**Track usage over the die**

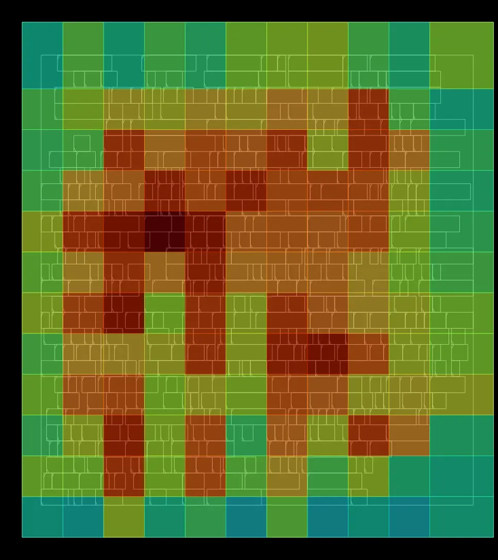
**Cells colored by class**

The bar under the picture is 20 um long.
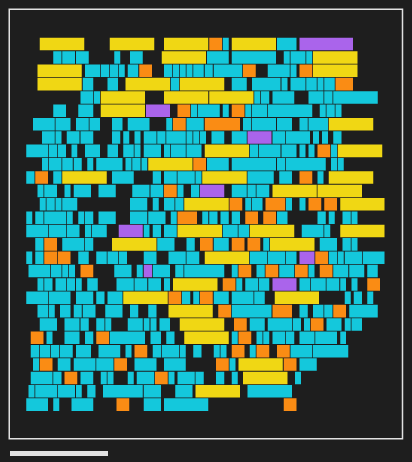
**Signal wires by layer**

The bar under the picture is 20 um long. Only two layers are drawn.
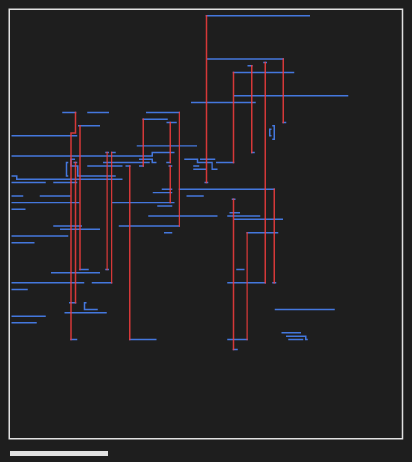
**Gate-type map**

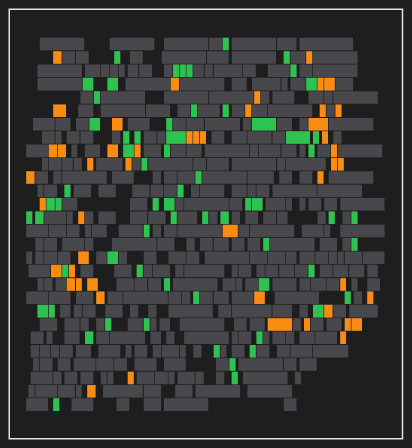
==> config.mk <==
export PLATFORM = sky130hd
export DESIGN_NAME = alu_mc
export DESIGN_NICKNAME = d
export VERILOG_FILES = /design/src/rtl/alu_pkg.sv /design/src/rtl/alu_mc_iter.sv /design/src/rtl/alu_mc.sv
export SDC_FILE = /design/constraint.sdc
export NUM_CORES = 1
export LEC_CHECK = 0
export ABC_CLOCK_PERIOD_IN_PS = 2100
export CAP_MARGIN = 20
export CORE_ASPECT_RATIO = 1.1
export CORE_MARGIN = 3
export CORE_UTILIZATION = 58
export DETAILED_ROUTE_END_ITERATION = 16
export DONT_BUFFER_PORTS = 1
export PLACE_DENSITY = 0.79
export SYNTH_ARGS = -nofsm -noshare
export SYNTH_HDL_FRONTEND = slang
export SYNTH_SLANG_ARGS = --single-unit
==> constraint.sdc <==
create_clock -name clk -period 2.1 [get_ports clk]
set_input_delay 0.42 -clock clk [delete_from_list [all_inputs] [get_ports clk]]
set_output_delay 0.42 -clock clk [all_outputs]
set_load 0.01 [all_outputs]
==> impl_metrics.py <==
# Flow results
metrics = {
    "worst_setup_path": {
        "crit_family": "AND-OR/OR-AND gates",
        "regToRegSetupSlack_ps": -200,
        "worstPathArrival_ps": 2530,
        "path_depth": 9,
    },
    "sta": {
        "maxSlewViolCount": 0,
        "setup_violations": 11,
        "worstMarginPinSlew_ps": 627,
        "fin_crit_sh_pct": 109,
        "fin_ws_ps": -197,
        "hold_viol_final": 0,
    },
    "floorplanning": {
        "die_x_um": 79.8,
        "die_area_mm2": 0.00696,
    },
    "place": {
        "place.gp.congestion": 0.963,
    },
    "clocking": {
        "cts_tree": "done",
    },
    "cells_and_area": {
        "largest_reg_flops": 12,
    },
    "detailed_routing": {
        "final_antenna_net_count": 0,
        "drt_iter0_markers": 194,
    },
    "yosys": {
        "edf_count": 0,
        "ys_async_sr_fraction_pct": 100,
        "simple_gate_share_pct": 17.3,
        "ys_warn_count": 0,
        "synthCells": 414,
    },
    "grt": {
        "grt_pass1_wl_um": 15200,
    },
    "run_status": {
        "violations": "negative setup slack",
        "status": "complete, but fails checks",
    },
    "flow_run": {
        "log.warning_count": 42,
    },
    "hold_path": {
        "hold_depth": 1,
    },
    "power": {
        "ir_worst_vdd_v": 0.000877,
        "finalPower_mw": 6.27,
    },
}
Back to the opening pictures, 'track usage over the die':
routing usage on met3: 4.97%
Routed WL per cell: 17.9 um

Back to the opening pictures, 'cells colored by class':
- registers: yellow (cells 41; share of their area 25%)
- remaining logic cells: cyan (cells 353; share of their area 62%)
- remaining buffers and delay cells: orange (cells 57; share of their area 11%)
- clock drivers and dummy loads: purple (cells 8; share of their area 2.7%)
Final Util: 76.4%
Design Area, Final: 0.00426 mm^2
Seq/total area: 24.1%
core area: 0.00557 mm^2
row cnt: 28

Back to the opening pictures, 'signal wires by layer':
- M4: red (wire length 438 um)
- M3: blue (wire length 515 um)
Vias: 3331
Total GRT Usage: 27.9%
total wire length: 9580 um

Back to the opening pictures, 'gate-type map':
- nand cells: green (cells 64; most used nand2_1; where widely spread)
- nor cells: orange (cells 48; most used nor2_1)
Finished Layout Cells: 534
Commonest Layout Cell: buf_4
Comb/total area: 57.6%

[area by class of cell]
class | count | area, um^2 | share of cell area (%)
clock buffers | 5 | 68.8 | 1.62
clock inverters | 3 | 43.8 | 1.03
inverters | 32 | 120 | 2.82
multi-input cells | 321 | 2450 | 57.6
flip-flops and latches | 41 | 1030 | 24.1
well taps | 75 | 93.8 | 2.20
repair buffers | 57 | 454 | 10.7
[report_power, final]
part | switching [mW] | internal (mW)
sequential | 0.330 | 1.14
combinational | 2.13 | 2.01
clock | 0.310 | 0.357
total | 2.77 | 3.50
[cells in the final DEF, fill, tap and decap left out, drive strengths merged, types with 9 or more instances in the layout]
| cell | instances |
|---|---|
| nor3 | 9 |
| o21ai | 40 |
| a21o | 10 |
| a21oi | 20 |
| dfrtp | 41 |
| inv | 33 |
| nand2 | 48 |
| mux2i | 29 |
| o211ai | 10 |
| ha | 32 |
| buf | 56 |
| nor2 | 29 |
[cells by family after synthesis]
| logic type | Yosys count |
|---|---|
| simple gates | 127 |
| compound gates | 116 |
| buf+inv | 52 |
| flops | 41 |
| fa+ha+maj | 36 |
| mux | 30 |
| xor+xnor | 12 |
[stage by stage]
| step | instance area (um^2) | setup WS, ps | std cells | utilization (%) |
|---|---|---|---|---|
| finish | 4260 | -197 | 534 | 76.4 |
| floorplan | 3500 | -169 | 414 | - |
| CTS | 4170 | -99.7 | 533 | 74.8 |
| global route | 4260 | -240 | 534 | 76.4 |
| global placement | 3890 | -206 | 518 | 69.8 |
| detailed placement | 3890 | -254 | 518 | 69.8 |
[metal layers]
metal | part of all wire [%] | GRT usage [%] | wire (um)
met1 | 40 | 32.4 | 3840
met2 | 50 | 48.8 | 4780
met3 | 5.4 | 4.97 | 514
met4 | 4.6 | 14.4 | 438
met5 | 0 | 0 | 0
Power is estimated from default activity; no workload was simulated.
